### M1 wires, run 1

Scale: 6 px per µm. Supply wires on this layer in grey.
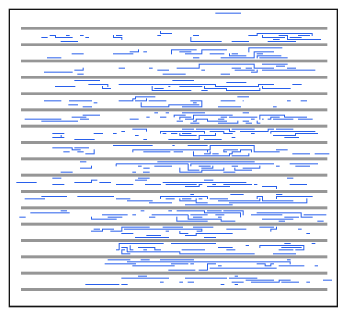
### Signal wires on met2, run 1

Scale: 4 px per µm. Cells faint in the background.
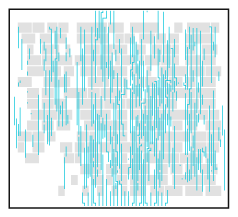
### Metal 3, run 1

Scale: 6 px per µm.
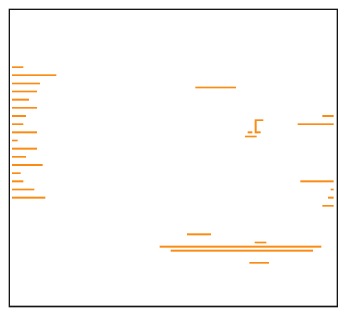
### src/rtl/hazard_unit.sv
// Pipeline hazard unit: operand forwarding, load-use stall, branch flush,
// and a multi-cycle execute sequencer that holds the front of the pipe.
// Optional feature: define HAZARD_PERF_EN to add stall/flush perf counters.
module hazard_unit #(
    parameter int unsigned MC_LAT = 4
) (
    input  logic        clk,
    input  logic        clr_n,
    input  logic [4:0]  ad1d,
    input  logic [4:0]  ad2d,
    input  logic [4:0]  ad1e,
    input  logic [4:0]  ad2e,
    input  logic [4:0]  rde,
    input  logic [1:0]  resltSrce,
    input  logic        pcSrce,
    input  logic        mcStarte,
    input  logic [4:0]  rdm,
    input  logic [4:0]  rdw,
    input  logic        regWrtm,
    input  logic        regWrtw,
    output logic        stallf,
    output logic        stalld,
    output logic        stalle,
    output logic        flushd,
    output logic        flushe,
    output logic        flushm,
    output logic [1:0]  fwdAe,
    output logic [1:0]  fwdBe,
    output logic        mcBusy,
    output logic        mcDone
`ifdef HAZARD_PERF_EN
    ,
    output logic [31:0] stallCnt,
    output logic [31:0] flushCnt
`endif
);

    localparam int unsigned CNT_W   = 4;
    localparam int unsigned REG_W   = 5;
    localparam int unsigned FWD_W   = 2;
    localparam logic [CNT_W-1:0] CNT_LOAD = CNT_W'(MC_LAT - 2);

    localparam logic [1:0] RES_LOAD = 2'b01;
    localparam logic [1:0] FWD_RF   = 2'b00;
    localparam logic [1:0] FWD_WB   = 2'b01;
    localparam logic [1:0] FWD_MEM  = 2'b10;

    typedef enum logic {
        ST_IDLE = 1'b0,
        ST_BUSY = 1'b1
    } state_t;

    state_t             state_q;
    state_t             state_d;
    logic [CNT_W-1:0]   cnt_q;
    logic [CNT_W-1:0]   cnt_d;
    logic               lw_stall_c;
    logic               mc_stall_c;

    // Memory stage wins over writeback: it holds the younger result.
    function automatic logic [FWD_W-1:0] fwd_sel(input logic [REG_W-1:0] src);
        logic [FWD_W-1:0] sel;
        sel = FWD_RF;
        if (regWrtm && (rdm != '0) && (rdm == src)) begin
            sel = FWD_MEM;
        end else if (regWrtw && (rdw != '0) && (rdw == src)) begin
            sel = FWD_WB;
        end
        return sel;
    endfunction

    // Forward selects and load-use detection; forwarding forced to the register file in reset.
    always_comb begin
        fwdAe      = FWD_RF;
        fwdBe      = FWD_RF;
        lw_stall_c = (resltSrce == RES_LOAD) && (rde != '0) &&
                     ((rde == ad1d) || (rde == ad2d));
        if (clr_n) begin
            fwdAe = fwd_sel(ad1e);
            fwdBe = fwd_sel(ad2e);
        end
    end

    // Multi-cycle sequencer state and occupancy counter.
    always_ff @(posedge clk) begin
        if (!clr_n) begin
            state_q <= ST_IDLE;
            cnt_q   <= '0;
        end else begin
            state_q <= state_d;
            cnt_q   <= cnt_d;
        end
    end

    // Next state: the start cycle counts as the first occupancy cycle, so load MC_LAT-2.
    always_comb begin
        state_d = state_q;
        cnt_d   = cnt_q;
        case (state_q)
            ST_IDLE: begin
                if (mcStarte) begin
                    state_d = ST_BUSY;
                    cnt_d   = CNT_LOAD;
                end
            end
            ST_BUSY: begin
                if (cnt_q != '0) begin
                    cnt_d = cnt_q - CNT_W'(1);
                end else begin
                    state_d = ST_IDLE;
                end
            end
            default: begin
                state_d = ST_IDLE;
                cnt_d   = '0;
            end
        endcase
    end

    // Stall/flush outputs: multi-cycle stall masks branches and load-use; branch beats load-use.
    always_comb begin
        stallf     = 1'b0;
        stalld     = 1'b0;
        stalle     = 1'b0;
        flushd     = 1'b0;
        flushe     = 1'b0;
        flushm     = 1'b0;
        mcBusy     = 1'b0;
        mcDone     = 1'b0;
        mc_stall_c = 1'b0;
        if (!clr_n) begin
            flushd = 1'b1;
            flushe = 1'b1;
            flushm = 1'b1;
        end else begin
            mc_stall_c = ((state_q == ST_IDLE) && mcStarte) ||
                         ((state_q == ST_BUSY) && (cnt_q != '0));
            mcBusy     = (state_q == ST_BUSY);
            mcDone     = (state_q == ST_BUSY) && (cnt_q == '0);
            if (mc_stall_c) begin
                stallf = 1'b1;
                stalld = 1'b1;
                stalle = 1'b1;
                flushm = 1'b1;
            end else if (pcSrce) begin
                flushd = 1'b1;
                flushe = 1'b1;
            end else if (lw_stall_c) begin
                stallf = 1'b1;
                stalld = 1'b1;
                flushe = 1'b1;
            end
        end
    end

`ifdef HAZARD_PERF_EN
    localparam int unsigned PERF_W = 32;

    logic [PERF_W-1:0] stall_cnt_q;
    logic [PERF_W-1:0] flush_cnt_q;

    // Saturating perf counters; reset cycles never count since clr_n gates them.
    always_ff @(posedge clk) begin
        if (!clr_n) begin
            stall_cnt_q <= '0;
            flush_cnt_q <= '0;
        end else begin
            if (stallf && (stall_cnt_q != '1)) begin
                stall_cnt_q <= stall_cnt_q + PERF_W'(1);
            end
            if (flushe && (flush_cnt_q != '1)) begin
                flush_cnt_q <= flush_cnt_q + PERF_W'(1);
            end
        end
    end

    assign stallCnt = stall_cnt_q;
    assign flushCnt = flush_cnt_q;
`endif

endmodule

### config.mk
export PLATFORM = sky130hd
export DESIGN_NAME = hazard_unit
export DESIGN_NICKNAME = d
export VERILOG_FILES = /design/src/rtl/hazard_unit.sv
export SDC_FILE = /design/constraint.sdc
export NUM_CORES = 1
export LEC_CHECK = 0
export ABC_CLOCK_PERIOD_IN_PS = 1650
export CORE_ASPECT_RATIO = 0.9
export CORE_MARGIN = 1.5
export CORE_UTILIZATION = 30
export CTS_CLUSTER_DIAMETER = 80
export DETAILED_ROUTE_END_ITERATION = 8
export HOLD_SLACK_MARGIN = 0.03
export PLACE_DENSITY = 0.76
export SLEW_MARGIN = 0
export SYNTH_ARGS = -nofsm -noshare
export SYNTH_HDL_FRONTEND = slang
export SYNTH_SLANG_ARGS = --single-unit
### constraint.sdc
create_clock -name clk -period 1.65 [get_ports clk]
set_input_delay 0.33 -clock clk [delete_from_list [all_inputs] [get_ports clk]]
set_output_delay 0.33 -clock clk [all_outputs]
set_load 0.03 [all_outputs]
==> COMMIT_EDITMSG, run 1 <==
Update PnR metrics after Yosys + OpenROAD run

* Run status: finished, violations left
- Violations in the final reports: negative setup slack
- Proportion of synthesized flip-flops having asynchronous set or reset: 0
- Number of max-slew violations in the final report: 0
- The critical path goes through inv_2 -> ha_4 -> nor2b_4 -> a21o_1 -> a21o_4 -> o31ai_4 -> buf_6.
- Setup repair after global routing could not meet its margin everywhere.
- Input and output buffers added on the ports amount to 54.
- Via/cell ratio: 4.87
- Post-placement worst setup slack: -0.748 ns
* Final hold viol count: 0
- Final setup viols: 13
- After layout, the worst setup slack is -0.418 ns.
- Clock tree skew after final layout: 0.00816 ns
- Synth Instances: 91
* Clock latency on the worst-skew pair: 0.25 ns
- Fraction of synthesized area in multiplexers: 0
- Per the final layout report, the fraction of cells sized above drive strength 1 comes to 0.546.
- Reg2Reg Launch Point: cnt_q[1]$_SDFFE_PN0P_
* Top Layout Cells: sky130_fd_sc_hd__buf_4, sky130_fd_sc_hd__xor2_1, sky130_fd_sc_hd__buf_6
- Per the log, the first TritonRoute iteration ended with a DRC count of 14.
- 55 I/O pins were placed.
* Post-detailed-placement cell area: 1540 µm²
- Looking at the worst setup and hold paths, the clock pins of their registers show a slew of 0.06 ns.
- In this run the standard cell core region covers between 2000 and 2500 µm².
- Routed Antenna Nets: 0
- Per STA, the highest per-stage delay on the worst path measures 0.35 ns.
* Most frequent standard cell in the layout excluding fill and tap cells: sky130_fd_sc_hd__buf_4
* Max-cap check violation count: 0
- Once layout is complete, the utilization of the core stands at 0.778.
- For this run, the register share of the synthesized area comes to 0.140.
* Antenna violations before repair: 0
- Cell depth of the worst flop-to-flop path: 9
- Per the OpenROAD timing report, the critical path contains 7 cells.
* Data arrival time of the worst path: 1.74 ns
* Transition at the pin with the smallest max-transition slack: 0.351 ns
- Register-to-register path setup slack: -0.10 ns
* Cycle use final: 1.25
- The script logs the mean routed wire length per placed instance as ~15 µm.
- Looking at the clock tree report, the root buffer type is sky130_fd_sc_hd__clkbuf_4.
## Picture notes: 'M1 wires'
longest straight run	27.1 µm
nets with wire on the layer	197
wire length on this layer	1130 µm

## Picture notes: 'Signal wires on met2'
main direction	vertical
wire length on this layer	1840 µm
longest straight run	23.5 µm
post-detailed-routing wire length: 3.15 mm
met2 Resource Use GR: 0.442

## Picture notes: 'Metal 3'
wire length on this layer	140 µm
nets with wire on the layer	30
GR Layer Usage met3: 0.0215
total via count after detailed routing: 1023

[run 1: per-layer routing]
metal  global-route usage  vias to the layer above  part of all wire
met1                0.224                      480              0.36
met5                    0                        -                 0
li1                     -                      502                 -
met3               0.0215                        4             0.044
met4               0.0375                        0             0.012
met2                0.442                       37              0.58
[run 1: sequential cells by signal, indices dropped and copies added (netlist names)]
signal and cells:
state_q 1, cnt_q 4
[run 1: area by class of cell]
| cell class | instances | area (µm²) | area share |
|---|---|---|---|
| multi-input cells | 78 | 773 | 0.447 |
| clock buffers | 4 | 26.3 | 0.0152 |
| inverters | 6 | 22.5 | 0.0130 |
| repair buffers | 90 | 771 | 0.446 |
| flip-flops and latches | 5 | 103 | 0.0593 |
| well taps | 27 | 33.8 | 0.0195 |
[run 1: stage by stage]
stage	power (µW)	cells
3_5_place_dp	614	196
5_1_grt	921	210
6_report	876	210
2_1_floorplan	359	91
3_3_place_gp	602	196
4_1_cts	823	206
[run 1: power by group]
| group | internal, µW | switching, µW | total [µW] | leakage [µW] |
|---|---|---|---|---|
| Sequential | 134 | 10.5 | 144 | 0.0000418 |
| Clock | 92.0 | 59.3 | 151 | 0.0000150 |
| Combinational | 310 | 271 | 581 | 0.000764 |
[run 1: worst min path at each step]
| stage | from | to | slack [ns] | cells after the start |
|---|---|---|---|---|
| final | cnt_q[3]$_SDFFE_PN0P_ | cnt_q[3]$_SDFFE_PN0P_ | 0.51 | 2 |
| after global routing | cnt_q[3]$_SDFFE_PN0P_ | cnt_q[3]$_SDFFE_PN0P_ | 0.53 | 2 |
| after CTS | cnt_q[3]$_SDFFE_PN0P_ | cnt_q[3]$_SDFFE_PN0P_ | 0.49 | 2 |
| after detailed placement | cnt_q[3]$_SDFFE_PN0P_ | cnt_q[3]$_SDFFE_PN0P_ | 0.49 | 2 |
| after global placement | cnt_q[3]$_SDFFE_PN0P_ | cnt_q[3]$_SDFFE_PN0P_ | 0.47 | 2 |
| after floorplan | cnt_q[3]$_SDFFE_PN0P_ | cnt_q[3]$_SDFFE_PN0P_ | 0.46 | 2 |
[run 1: cells in the mapped netlist, drive strengths merged, types with 2 or more instances]
cell type	instances	share of area
nand3	4	0.028
and2	3	0.030
dfxtp	5	0.14
o21ai	3	0.026
a21o	2	0.021
nand2	4	0.021
nor3	3	0.021
nor2b	4	0.035
a21boi	2	0.021
or4	5	0.053
inv	6	0.032
nor4	4	0.053
xor2	24	0.29
nor2	4	0.021
xnor2	6	0.074
[run 1: worst register-to-register path, cell delays in order (launching register included)]
cell and delay [ns]:
sky130_fd_sc_hd__dfxtp_2 0.35, sky130_fd_sc_hd__inv_2 0.06, sky130_fd_sc_hd__ha_4 0.16, sky130_fd_sc_hd__nor2b_4 0.13
sky130_fd_sc_hd__buf_6 0.11, sky130_fd_sc_hd__buf_6 0.11, sky130_fd_sc_hd__a21oi_4 0.21, sky130_fd_sc_hd__buf_6 0.15
sky130_fd_sc_hd__nor2_1 0.04, sky130_fd_sc_hd__a311oi_1 0.32
[run 1: repair_timing]
item | CTS | global route
gates cloned | 0 | 0
pin swaps | 18 | 23
setup endpoints to repair | 12 | 11
setup buffers | 6 | 5
gates resized | 83 | 45
--- run 2 (diff from run 1) ---
--- a/config.mk
+++ b/config.mk
@@ -7,12 +7,12 @@
 export LEC_CHECK = 0
 export ABC_CLOCK_PERIOD_IN_PS = 1650
 export CORE_ASPECT_RATIO = 0.9
-export CORE_MARGIN = 1.5
 export CORE_UTILIZATION = 30
 export CTS_CLUSTER_DIAMETER = 80
 export DETAILED_ROUTE_END_ITERATION = 8
 export HOLD_SLACK_MARGIN = 0.03
 export PLACE_DENSITY = 0.76
+export REMOVE_ABC_BUFFERS = 1
 export SLEW_MARGIN = 0
 export SYNTH_ARGS = -nofsm -noshare
 export SYNTH_HDL_FRONTEND = slang
==> COMMIT_EDITMSG, run 2 <==
Update PnR metrics after Yosys + OpenROAD run

- Leaving out fill and tap cells, the most frequent cell in the layout is sky130_fd_sc_hd__buf_4.
- Setup repair after global routing could not meet its margin everywhere.
- Most frequent cells after synthesis: sky130_fd_sc_hd__xor2_1, sky130_fd_sc_hd__inv_1, sky130_fd_sc_hd__xnor2_1
- The area fraction of the largest cell type after synthesis is 0.294.
* Clock latency on the worst-skew pair: 0.25 ns
- In this run the register-to-register setup slack is 0.02 ns.
- The final max-slew violation count recorded for this run is 0.
* Final setup viols: 11
- Per the post-route antenna check, the number of violating nets is 0.
- CTS placed an instance of sky130_fd_sc_hd__clkbuf_4 at the clock tree root.
- Dividing the detail-routed wire length by the instance count gives 15.6 µm.
* Reg2Reg Launch Point: cnt_q[1]$_SDFFE_PN0P_
* Largest regs: cnt_q: 4 flops, state_q: 1 flops
* Top sig layer: met4
- Proportion of synthesized flip-flops having asynchronous set or reset: 0
* Via/cell ratio: 4.96
- Cycle use final: 1.25
- Violations in the final reports: negative setup slack
- Cell with the most instances after synthesis: sky130_fd_sc_hd__xor2_1
* Data arrival time of the worst path: 1.73 ns
- DRT met1 WL: 1.18 mm
- Per the run summary, max-cap violations total 0.
- Largest cells by area after synthesis: sky130_fd_sc_hd__xor2_1, sky130_fd_sc_hd__dfxtp_1, sky130_fd_sc_hd__xnor2_1
- Max FFs per register: 4
* Transition at the pin with the smallest max-transition slack: 0.329 ns
- Core area: between 2000 and 2500 µm²
* Synth Instances: 91
- Counting flops per register, the top entry is cnt_q.
- Fin worst setup slack: -0.411 ns
- The flow ran to the end, but the final reports show violations.
==> run 2: netlist changes by cell type in the layout (fill, tap and decap cells not counted), sizes merged <==
cell           before  now
buf                52   67
clkdlybuf4s50       8    4
clkbuf             18    9
dlygate4sd2         8   14
clkdlybuf4s15       4    3
dlymetal6s2s        4    1
==> run 2: what timing repair did <==
item,CTS,global route
resized,148,30
buffers inserted,5,7
endpoints found under the setup margin,12,14
hold buffers,0,0
pin swaps,26,16
==> run 2: final cells by class <==
cell class              instances  area [µm²]  share of cell area
repair buffers                 94         800               0.448
multi-input cells              78         798               0.448
flip-flops and latches          5         103              0.0575
well taps                      27        33.8              0.0189
clock buffers                   4        26.3              0.0147
inverters                       6        22.5              0.0126
==> run 2: kinds of logic after synthesis <==
kind of cell / share of synthesized area
simple gates: 0.270
buf+inv: 0.0473
xor+xnor: 0.368
fa+ha+maj: 0.0175
flops: 0.140
compound gates: 0.158
==> run 2: worst min path at each step <==
stage | start | slack (ns) | to | depth (start not counted)
2_1_floorplan | cnt_q[3]$_SDFFE_PN0P_ | 0.46 | cnt_q[3]$_SDFFE_PN0P_ | 2
3_3_place_gp | cnt_q[3]$_SDFFE_PN0P_ | 0.46 | cnt_q[3]$_SDFFE_PN0P_ | 2
3_5_place_dp | cnt_q[3]$_SDFFE_PN0P_ | 0.49 | cnt_q[3]$_SDFFE_PN0P_ | 2
4_1_cts | cnt_q[3]$_SDFFE_PN0P_ | 0.53 | cnt_q[3]$_SDFFE_PN0P_ | 2
5_1_grt | cnt_q[3]$_SDFFE_PN0P_ | 0.58 | cnt_q[3]$_SDFFE_PN0P_ | 2
6_report | cnt_q[3]$_SDFFE_PN0P_ | 0.54 | cnt_q[3]$_SDFFE_PN0P_ | 2
==> run 2: routing by layer <==
layer,track usage,vias up
li1,-,508
met1,0.239,501
met2,0.525,42
met3,0.0561,10
met4,0.0684,0
met5,0,-
==> run 2: worst max-delay path, stage by stage <==
cell,delay [ns]
sky130_fd_sc_hd__buf_6,0.09
sky130_fd_sc_hd__buf_6,0.11
sky130_fd_sc_hd__xor2_1,0.15
sky130_fd_sc_hd__or4_4,0.56
sky130_fd_sc_hd__nor4_4,0.29
sky130_fd_sc_hd__buf_4,0.20
==> run 2: through the flow <==
stage	hold slack [ns]	std cells	TNS (ns)	area [µm²]	total power [µW]
6_report	0.536	214	-3.19	1780	872
3_5_place_dp	0.494	202	-5.62	1490	581
2_1_floorplan	0.456	89	-4.44	703	311
4_1_cts	0.534	210	-3.15	1700	820
3_3_place_gp	0.463	202	-5.30	1490	570
5_1_grt	0.575	214	-3.68	1780	921
==> run 2: where the power goes <==
group,total [µW],switching (µW),internal [µW]
logic,580,273,307
registers,144,9.83,134
clock network,149,56.8,91.8
total,872,340,532
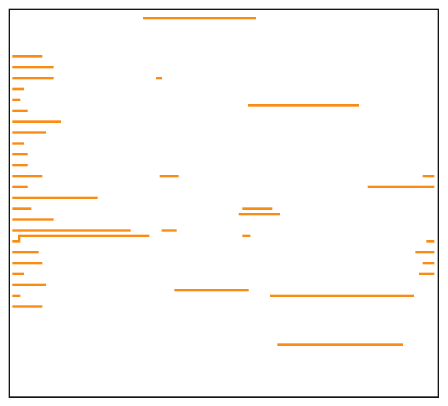
*Metal 3, run 2*
Scale: 8 px per µm.
nets with wire on the layer	36
share of all routed wire	5.9%
total via count after detailed routing: 1061
post-detailed-routing wire length: 3.33 mm
GR Layer Usage met3: 0.0561

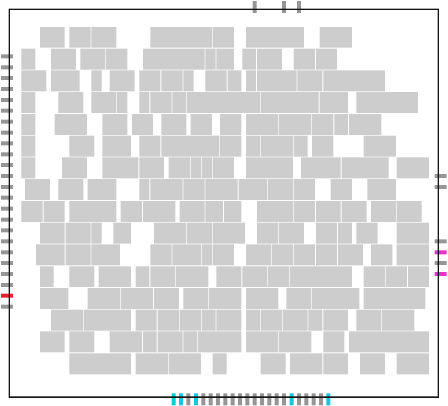
*Pin map, run 2*
Scale: 8 px per µm. Pins as bars across the die edge, other pins in grey.
colour	port	pins	direction	edge
red	flushd	1	output	left
magenta	fwdBe	2	output	right
cyan	ad2e	5	input	bottom
all pins by edge	24 left, 22 bottom, 6 right, 3 top
Port Buffer Count: 54
Die Y-Extent: 48.3 µm
Die Wd: 53.4 µm

--- run 3 (diff from run 2) ---
--- a/config.mk
+++ b/config.mk
@@ -10,8 +10,7 @@
 export CORE_UTILIZATION = 30
 export CTS_CLUSTER_DIAMETER = 80
 export DETAILED_ROUTE_END_ITERATION = 8
-export HOLD_SLACK_MARGIN = 0.03
-export PLACE_DENSITY = 0.76
+export PLACE_DENSITY = 0.78
 export REMOVE_ABC_BUFFERS = 1
 export SLEW_MARGIN = 0
 export SYNTH_ARGS = -nofsm -noshare
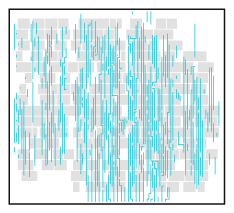
*Signal wires on met2, run 3*
Scale: 4 px per µm. Cells faint in the background.
wire length on this layer	1970 µm
share of all routed wire	57%

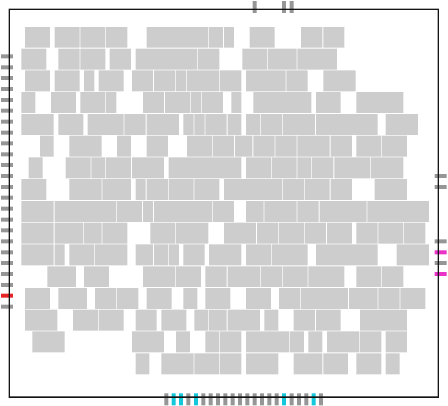
*Pin map, run 3*
Scale: 8 px per µm. Pins as bars across the die edge, other pins in grey.
colour	port	pins	direction	edge
red	flushd	1	output	left
magenta	fwdBe	2	output	right
cyan	ad2e	5	input	bottom

==> COMMIT_EDITMSG, run 3 <==
Update PnR metrics after Yosys + OpenROAD run

* Run status: finished, violations left
* Proportion of synthesized flip-flops having asynchronous set or reset: 0
* Violations in the final reports: negative setup slack
- The switching portion of total power comes to 0.385.
- Cell type group with the largest total delay on the critical path: AND-OR/OR-AND gates
- Per the placement report, the placed cell count is 202.
* Cycle use final: 1.26
- The synthesis report lists the most area-consuming cells as sky130_fd_sc_hd__xor2_1, sky130_fd_sc_hd__dfxtp_1, sky130_fd_sc_hd__xnor2_1.
- Core area: 2220 µm²
* Int Pwr: 532 µW
- Final setup viols: 12
* Clock tree skew after final layout: 0.00509 ns
* Synth Instances: ~91
- Final core area utilization: 0.788
* Share of cells above drive strength 1: 0.569
- Post-placement worst setup slack: -1.07 ns
- Cell with the most instances after synthesis: sky130_fd_sc_hd__xor2_1
* Most frequent standard cell in the layout excluding fill and tap cells: sky130_fd_sc_hd__buf_4
* Average wire per standard cell: around 16 µm
* Root buf cell: sky130_fd_sc_hd__clkbuf_4
- Final hold viol count: 0
- The register with the most flip-flops in the layout has 4 of them.
- The critical path contains buffers and inverters numbering 2 combined.
* Clock latency on the worst-skew pair: 0.25 ns
- Cts-stage hold buffer count: 0
* Fin worst setup slack: -0.432 ns
* Portion of the post-synthesis area used by sequential elements: 0.140
* CTS clock-pin slew for the worst setup and hold paths: 0.05 ns
- Top Layout Cells: sky130_fd_sc_hd__buf_4, sky130_fd_sc_hd__xor2_1, sky130_fd_sc_hd__buf_6
- The cell type that accounts for the most area after synthesis is sky130_fd_sc_hd__xor2_1.
* Maximum single-stage delay on the critical path: 0.33 ns
- Violation tally from detailed-route iteration zero: 11
* Register area: 103 µm²
- Summing all multi-input logic gate instances after layout gives 747 µm².
* Hold path cells: 2
- Dividing the detail-routed via count by the number of cells gives 5.13.
- Per the OpenROAD timing report, the critical path contains 7 cells.
* Antenna violations before repair: 0
- Setup repair after global routing missed its margin: yes
* Final instance area: approximately 1800 µm²
* Final standard cell count with taps included and fillers excluded: 215
- Slowest CP cell: sky130_fd_sc_hd__dfxtp_2
- The share of synthesized area in the top cell type comes to 0.294.
## run 3: power by group through the flow
stage	combinational, µW	sequential, µW	clock (µW)
final	571	145	149
after global routing	604	146	155
after CTS	505	143	148
after detailed placement	439	141	0
after global placement	427	140	0
after floorplan	169	142	0
## run 3: worst reg2reg max path, stage by stage (launching register included)
cell,delay (ns)
sky130_fd_sc_hd__dfxtp_2,0.33
sky130_fd_sc_hd__inv_2,0.05
sky130_fd_sc_hd__ha_4,0.15
sky130_fd_sc_hd__nor2b_4,0.13
sky130_fd_sc_hd__a21o_1,0.18
sky130_fd_sc_hd__buf_4,0.15
sky130_fd_sc_hd__buf_6,0.12
sky130_fd_sc_hd__buf_4,0.14
sky130_fd_sc_hd__a22o_1,0.20
sky130_fd_sc_hd__a32o_1,0.19
## run 3: per-stage QoR
step           setup TNS, ns  hold WS, ns
2_1_floorplan          -4.44        0.456
3_3_place_gp           -5.27        0.463
3_5_place_dp           -5.87        0.487
4_1_cts                -2.68        0.504
5_1_grt                -4.09        0.593
6_report               -3.54        0.555
## run 3: layer usage
layer / wire length (µm) / vias up / global-route usage
li1: - / 517 / -
met1: 1240 / 524 / 0.258
met2: 1970 / 55 / 0.570
met3: 194 / 8 / 0.0748
met4: 74 / 0 / 0.158
met5: 0 / - / 0
## run 3: path summary, 6_finish.rpt
check / endpoint / startpoint
setup / recovery: stallf / cnt_q[0]$_SDFFE_PN0P_
hold / removal: cnt_q[3]$_SDFFE_PN0P_ / cnt_q[3]$_SDFFE_PN0P_
setup reg to reg: cnt_q[2]$_SDFFE_PN0P_ / cnt_q[0]$_SDFFE_PN0P_
hold reg to reg: cnt_q[3]$_SDFFE_PN0P_ / cnt_q[3]$_SDFFE_PN0P_
## run 3: repair_timing
action / in CTS / in global routing
setup endpoints to repair: 12 / 13
hold endpoints to repair: 0 / 0
gates resized: 148 / 18
pin swaps: 29 / 10
buffers inserted: 5 / 5
## run 3: final cells by class
type | count | share of cell area
timing repair buffer | 95 | 0.468
multi-input combinational | 78 | 0.426
sequential | 5 | 0.0586
tap | 27 | 0.0193
clock buffer | 4 | 0.0150
inverter | 6 | 0.0129
## run 3: cell families (layout without fill, tap and decap cells)
group / Yosys count / in the layout / synth area share
simple gates: 32 / 32 / 0.270
fa+ha+maj: 1 / 1 / 0.0175
compound gates: 15 / 15 / 0.158
flops: 5 / 5 / 0.140
buf+inv: 8 / 105 / 0.0473
xor+xnor: 30 / 30 / 0.368
No activity file was given, so power comes from the tool's default toggle rates.
